[config.mk]
export PLATFORM = sky130hd
export DESIGN_NAME = uart_tx_param_flat
export DESIGN_NICKNAME = d
export VERILOG_FILES = /design/src/rtl/uart_pkg.sv /design/src/rtl/uart_tx_param_if.sv /design/src/rtl/uart_tx_fifo.sv /design/src/rtl/uart_tx_param.sv /design/src/flat_wrapper.sv
export SDC_FILE = /design/constraint.sdc
export NUM_CORES = 1
export LEC_CHECK = 0
export CORE_ASPECT_RATIO = 0.7
export CORE_MARGIN = 2
export CORE_UTILIZATION = 62
export CTS_BUF_LIST = sky130_fd_sc_hd__clkbuf_16
export DETAILED_ROUTE_END_ITERATION = 10
export PLACE_DENSITY = 0.91
export SYNTH_ARGS = -nofsm -noshare
export SYNTH_HDL_FRONTEND = slang
export SYNTH_SLANG_ARGS = --single-unit
[constraint.sdc]
create_clock -name CLK -period 3.05 [get_ports CLK]
set_clock_uncertainty 0.1 [all_clocks]
set_input_delay 0.915 -clock CLK [delete_from_list [all_inputs] [get_ports CLK]]
set_output_delay 0.915 -clock CLK [all_outputs]
set_load 0.05 [all_outputs]
[src/rtl/uart_pkg.sv]
// Shared types for the parametrised UART transmitter: FSM states, parity
// encodings and the FIFO entry that carries a word plus its frame settings.
package uart_pkg;

    typedef enum logic [2:0] {
        IDLE,
        START,
        DATA,
        PARITY,
        STOP
    } tx_state_e;

    localparam logic PARITY_EVEN = 1'b0;
    localparam logic PARITY_ODD  = 1'b1;

    // FIFO entries are sized for the widest legal word; narrower words are zero-extended.
    localparam int MAX_DATA_WIDTH = 9;

    typedef struct packed {
        logic                      stop_two;
        logic                      parity_type;
        logic                      parity_enable;
        logic [MAX_DATA_WIDTH-1:0] data;
    } tx_word_t;

    // Zero-extension does not disturb the XOR reduction.
    function automatic logic calc_parity(input logic [MAX_DATA_WIDTH-1:0] data,
                                         input logic                      ptype);
        return (ptype == PARITY_EVEN) ? ^data : ~^data;
    endfunction

endpackage

[src/rtl/uart_tx_param_if.sv]
// Host-side write port of the UART transmitter: word, frame settings and handshake.
interface uart_tx_param_if #(
    parameter int DATA_WIDTH = 8
) ();

    // Handshake: a word (with its parity/stop settings) is accepted on every rising
    // clock edge where Data_Valid and data_ready are both high. data_ready is purely
    // "FIFO not full"; a Data_Valid seen while data_ready is low is dropped, not held.
    logic [DATA_WIDTH-1:0] P_DATA;
    logic                  Data_Valid;
    logic                  data_ready;
    logic                  parity_enable;
    logic                  parity_type;
    logic                  stop_two;

    modport master (
        output P_DATA,
        output Data_Valid,
        output parity_enable,
        output parity_type,
        output stop_two,
        input  data_ready
    );

    modport slave (
        input  P_DATA,
        input  Data_Valid,
        input  parity_enable,
        input  parity_type,
        input  stop_two,
        output data_ready
    );

endinterface

[src/rtl/uart_tx_fifo.sv]
// Synchronous word FIFO feeding the transmitter; pointers carry a wrap bit so
// full and empty are told apart without a separate counter.
module uart_tx_fifo
    import uart_pkg::*;
#(
    parameter int DEPTH = 4
) (
    input  logic                   clk,
    input  logic                   rst,
    input  logic                   wr_en,
    input  tx_word_t               wr_data,
    input  logic                   rd_en,
    output tx_word_t               rd_data,
    output logic                   full,
    output logic                   empty,
    output logic [$clog2(DEPTH):0] level
);

    localparam int AW = $clog2(DEPTH);
    localparam logic [AW:0] PTR_ONE = 1;

    logic [AW:0] wr_ptr_q;
    logic [AW:0] rd_ptr_q;
    tx_word_t    mem [DEPTH];
    logic        do_wr;
    logic        do_rd;

    // A write is refused whenever full, even if a pop happens in the same cycle.
    assign do_wr = wr_en && !full;
    assign do_rd = rd_en && !empty;

    always_ff @(posedge clk) begin
        if (rst) begin
            wr_ptr_q <= '0;
            rd_ptr_q <= '0;
        end else begin
            if (do_wr) wr_ptr_q <= wr_ptr_q + PTR_ONE;
            if (do_rd) rd_ptr_q <= rd_ptr_q + PTR_ONE;
        end
    end

    always_ff @(posedge clk) begin
        if (do_wr) mem[wr_ptr_q[AW-1:0]] <= wr_data;
    end

    assign rd_data = mem[rd_ptr_q[AW-1:0]];
    assign empty   = (wr_ptr_q == rd_ptr_q);
    assign full    = (wr_ptr_q[AW] != rd_ptr_q[AW]) &&
                     (wr_ptr_q[AW-1:0] == rd_ptr_q[AW-1:0]);
    assign level   = wr_ptr_q - rd_ptr_q;

endmodule

[src/rtl/uart_tx_param.sv]
// Parametrised UART transmitter: queued words are framed as start, data (LSB first),
// optional parity and one or two stop bits, with back-to-back frames when queued.
module uart_tx_param
    import uart_pkg::*;
#(
    parameter int DATA_WIDTH   = 8,
    parameter int CLKS_PER_BIT = 16,
    parameter int FIFO_DEPTH   = 4
) (
    input  logic                        CLK,
    input  logic                        RST,
    uart_tx_param_if.slave              wr,
    output logic                        TX_OUT,
    output logic                        busy,
    output logic [$clog2(FIFO_DEPTH):0] fifo_level,
    output tx_state_e                   state_dbg
);

    localparam int CNT_W  = $clog2(CLKS_PER_BIT);
    localparam int IDX_W  = $clog2(DATA_WIDTH);
    localparam logic [CNT_W-1:0] CNT_MAX  = CNT_W'(CLKS_PER_BIT - 1);
    localparam logic [CNT_W-1:0] CNT_ONE  = 1;
    localparam logic [IDX_W-1:0] LAST_IDX = IDX_W'(DATA_WIDTH - 1);
    localparam logic [IDX_W-1:0] IDX_ONE  = 1;

    tx_word_t wr_word;
    tx_word_t rd_word;
    logic     fifo_full;
    logic     fifo_empty;
    logic     pop;

    // Frame settings travel with the word so later input changes cannot touch it.
    always_comb begin
        wr_word               = '0;
        wr_word.stop_two      = wr.stop_two;
        wr_word.parity_type   = wr.parity_type;
        wr_word.parity_enable = wr.parity_enable;
        wr_word.data          = MAX_DATA_WIDTH'(wr.P_DATA);
    end

    assign wr.data_ready = ~fifo_full;

    uart_tx_fifo #(
        .DEPTH (FIFO_DEPTH)
    ) u_fifo (
        .clk     (CLK),
        .rst     (RST),
        .wr_en   (wr.Data_Valid),
        .wr_data (wr_word),
        .rd_en   (pop),
        .rd_data (rd_word),
        .full    (fifo_full),
        .empty   (fifo_empty),
        .level   (fifo_level)
    );

    tx_state_e             state_q,  state_d;
    logic [CNT_W-1:0]      cnt_q,    cnt_d;
    logic [IDX_W-1:0]      idx_q,    idx_d;
    logic [DATA_WIDTH-1:0] shift_q,  shift_d;
    logic                  pe_q,     pe_d;
    logic                  par_q,    par_d;
    logic                  st_q,     st_d;
    logic                  stop2_q,  stop2_d;
    logic                  tx_q,     tx_d;
    logic                  busy_q,   busy_d;
    logic                  bit_done;

    always_ff @(posedge CLK) begin
        if (RST) begin
            state_q <= IDLE;
            cnt_q   <= CNT_MAX;
            idx_q   <= '0;
            shift_q <= '0;
            pe_q    <= 1'b0;
            par_q   <= 1'b0;
            st_q    <= 1'b0;
            stop2_q <= 1'b0;
            tx_q    <= 1'b1;
            busy_q  <= 1'b0;
        end else begin
            state_q <= state_d;
            cnt_q   <= cnt_d;
            idx_q   <= idx_d;
            shift_q <= shift_d;
            pe_q    <= pe_d;
            par_q   <= par_d;
            st_q    <= st_d;
            stop2_q <= stop2_d;
            tx_q    <= tx_d;
            busy_q  <= busy_d;
        end
    end

    always_comb begin
        state_d  = state_q;
        idx_d    = idx_q;
        shift_d  = shift_q;
        pe_d     = pe_q;
        par_d    = par_q;
        st_d     = st_q;
        stop2_d  = stop2_q;
        pop      = 1'b0;
        bit_done = (cnt_q == '0);
        cnt_d    = bit_done ? CNT_MAX : (cnt_q - CNT_ONE);

        case (state_q)
            IDLE: begin
                cnt_d = CNT_MAX;
                if (!fifo_empty) begin
                    pop     = 1'b1;
                    state_d = START;
                end
            end
            START: begin
                if (bit_done) begin
                    state_d = DATA;
                    idx_d   = '0;
                end
            end
            DATA: begin
                if (bit_done) begin
                    shift_d = shift_q >> 1;
                    if (idx_q == LAST_IDX) begin
                        state_d = pe_q ? PARITY : STOP;
                        stop2_d = 1'b0;
                    end else begin
                        idx_d = idx_q + IDX_ONE;
                    end
                end
            end
            PARITY: begin
                if (bit_done) begin
                    state_d = STOP;
                    stop2_d = 1'b0;
                end
            end
            STOP: begin
                if (bit_done) begin
                    if (st_q && !stop2_q) begin
                        stop2_d = 1'b1;
                    end else if (!fifo_empty) begin
                        pop     = 1'b1;
                        state_d = START;
                    end else begin
                        state_d = IDLE;
                    end
                end
            end
            default: state_d = IDLE;
        endcase

        if (pop) begin
            shift_d = rd_word.data[DATA_WIDTH-1:0];
            pe_d    = rd_word.parity_enable;
            st_d    = rd_word.stop_two;
            par_d   = calc_parity(rd_word.data, rd_word.parity_type);
        end

        // The line and busy lag the state by one edge, so both change together.
        case (state_q)
            START:   tx_d = 1'b0;
            DATA:    tx_d = shift_q[0];
            PARITY:  tx_d = par_q;
            default: tx_d = 1'b1;
        endcase
        busy_d = (state_q != IDLE);
    end

    assign TX_OUT    = tx_q;
    assign busy      = busy_q;
    assign state_dbg = state_q;

endmodule
[src/flat_wrapper.sv]
// flat-port wrapper written by rule: the top's interface ports become plain ports
module uart_tx_param_flat import uart_pkg::*;
#(
    parameter int DATA_WIDTH   = 8,
    parameter int CLKS_PER_BIT = 16,
    parameter int FIFO_DEPTH   = 4
)
  (CLK, RST, TX_OUT, busy, fifo_level, state_dbg, wr_P_DATA, wr_Data_Valid, wr_parity_enable, wr_parity_type, wr_stop_two, wr_data_ready);
  uart_tx_param_if #(.DATA_WIDTH(DATA_WIDTH)) wr_i ();
  input  logic CLK;
  input  logic RST;
  output logic TX_OUT;
  output logic busy;
  output logic [$clog2(FIFO_DEPTH):0] fifo_level;
  output tx_state_e state_dbg;
  input wire logic [$bits(wr_i.P_DATA)-1:0] wr_P_DATA;
  input wire logic [$bits(wr_i.Data_Valid)-1:0] wr_Data_Valid;
  input wire logic [$bits(wr_i.parity_enable)-1:0] wr_parity_enable;
  input wire logic [$bits(wr_i.parity_type)-1:0] wr_parity_type;
  input wire logic [$bits(wr_i.stop_two)-1:0] wr_stop_two;
  output wire logic [$bits(wr_i.data_ready)-1:0] wr_data_ready;
  assign wr_i.P_DATA = wr_P_DATA;
  assign wr_i.Data_Valid = wr_Data_Valid;
  assign wr_i.parity_enable = wr_parity_enable;
  assign wr_i.parity_type = wr_parity_type;
  assign wr_i.stop_two = wr_stop_two;
  assign wr_data_ready = wr_i.data_ready;
  uart_tx_param #(.DATA_WIDTH(DATA_WIDTH), .CLKS_PER_BIT(CLKS_PER_BIT), .FIFO_DEPTH(FIFO_DEPTH)) u_core (.CLK(CLK), .RST(RST), .wr(wr_i), .TX_OUT(TX_OUT), .busy(busy), .fifo_level(fifo_level), .state_dbg(state_dbg));
endmodule
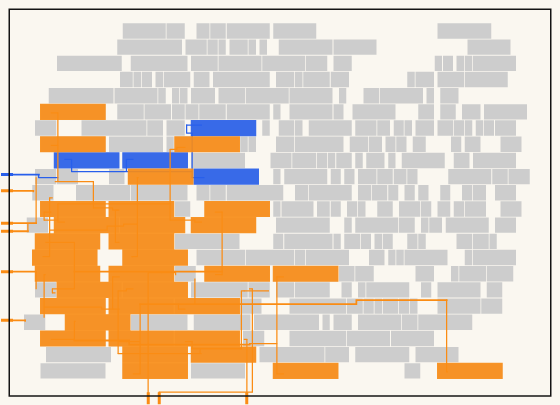
port_nets.png
port	colour	bits	direction	edge	end cells	buffers	wire
`wr_P_DATA`	orange	8	input	5 left, 3 bottom	32	8	505 um
`wr_parity_enable`	blue	1	input	left	4	1	49.0 um

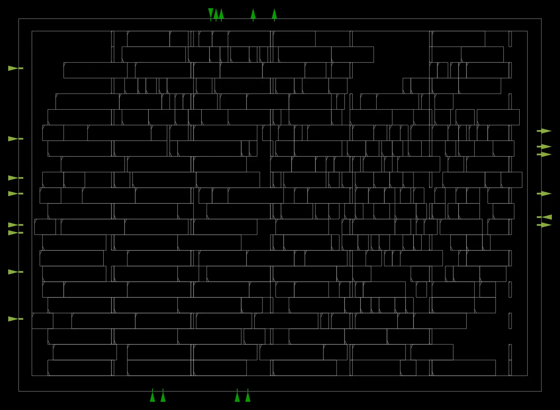
final_placement.png
Final Core Density: 0.761
Core Area: 0.00515 sq mm
Seq area share: 0.501

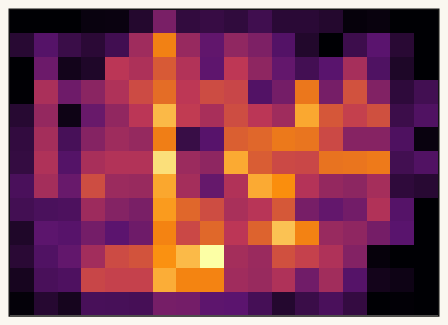
wire_density.png
The die is cut into 18 by 13 equal tiles; black is low, pale yellow is high, scaled to the fullest tile. Values are wire area over tile area, all layers added.
nearly empty tiles	9.0%
fullest tile	0.51
tiles over half the peak	24%

==> flow_summary.toml <==
# physical design summary
[yosys]
netlist_area_sq_mm = 0.00327
ys.flops = 76
fp_nets = 268
common_cells = "edfxtp_1 (44), dfxtp_1 (32), nand2_1 (17), nor2_1 (17), a21oi_1 (16)"
ys_warn_count = 0
syn_inst = 243
edf_count = 44
logic_family = "multiplexers"
top_area_frac = 0.405
ys_seq_frac = 0.601
aoi_share = 0.0950
topCellsByArea = "edfxtp_1 (40%), dfxtp_1 (20%), mux4_1 (7.2%)"
yosysMostFrequentCell = "edfxtp_1"
ys_sh_adder = 0.0444
ys_sh_simple = 0.0904

[worst_setup_path]
crit_path_cell_trace = "inv_1, ha_1, fa_1, xor2_1, buf_12"
crit_slowest_cell = "dfxtp_1"
reg2reg_from = "u_core.u_fifo.wr_ptr_q[0]"
critPathLaunchType = "register"
cp_data_arrival_time_ps = 1870
cp.depth = 5
critical_path.top_delay_family = "adder cells"
r2r-end = "u_core.shift_q[7]"
crit_fanout = 4
reg2reg_slack_ps = 590
crit_type = "reg -> out"
crit_required_ps = 2030

[floorplanning]
die_x_um = 90.7
ios = 23
die_h_um = 64.7
num_rows = 22

[clock_network]
root_buffer = "clkbuf_16"
cts_hold_buf = 0
cts-resized-gates = 1
clkLatencyLatePin_ps = 340
cts_buffers = 9
htree_levels = 3
cts_setup_buffers = 0
clkTransAtPathRegs_ps = 60

[cells_and_area]
layout-drive-gt1-share = 0.129
inv_count = 10
largest_cell_class = "flip-flops and latches"
flop-count = 76
layout_top_cells = "edfxtp_1 (44), dfxtp_1 (32), clkdlybuf4s50_1 (18)"
nClkBuffers = 9
final_cell_area_sq_mm = 0.00392
sh_comb_area = 0.309
fillCellCount = 316

[timing]
finalCritPeriodShare = 0.945
tightest_slew_ps = 599
timing.final.ws_setup_ps = 168
rsz0062_at_grt = "false"

[power]
internal-power_uw = 2380
p_leak_uw = 0.00144
swShare = 0.328
cellPowerDensity_mw_per_mm2 = 904
switching_power_uw = 1160
clkPwrFrac = 0.313
ir_drop_v = 0.000496

[place]
dp.cells = 335
port_buffers = 22
placed_area_sq_mm = 0.00361
dp_hpwl_mm = 4.24

[routing]
drt_drc_violations_left = 0
drt_iter0_markers = 109
final_antenna_net_count = 0
drt-pass1-iter-count = 4
highest_layer = "met4"
routed-wl-met3_um = 545

[min_path]
hold_start = "u_core.cnt_q[0]"

[global_route]
grt_pass1_vias = 1988
grt_pass1_wl_mm = 10.4
grt_use_total = 0.245
overflow = 0
antenna_found_initial = 0

[outcome]
outcome = "finished clean"
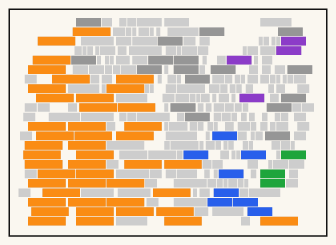
registers.png
Other sequential cells in the stronger grey, the rest of the logic in the fainter grey.
netlist name	colour	flops
`u_core.shift_q`	blue	8
`u_core.cnt_q`	purple	4
`u_core.idx_q`	green	3
`u_core.u_fifo.mem`	orange	44
P_seq: 1340 uW
storage element area: 0.00196 sq mm

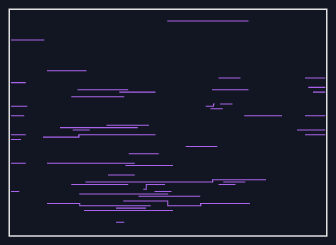
met3.png
wire length on this layer	546 um
longest straight run	36.3 um
met3 Use GR: 0.0884
detailed-route via count: 2050
final wirelength: 6.37 mm

No activity file was given, so power comes from the tool's default toggle rates.
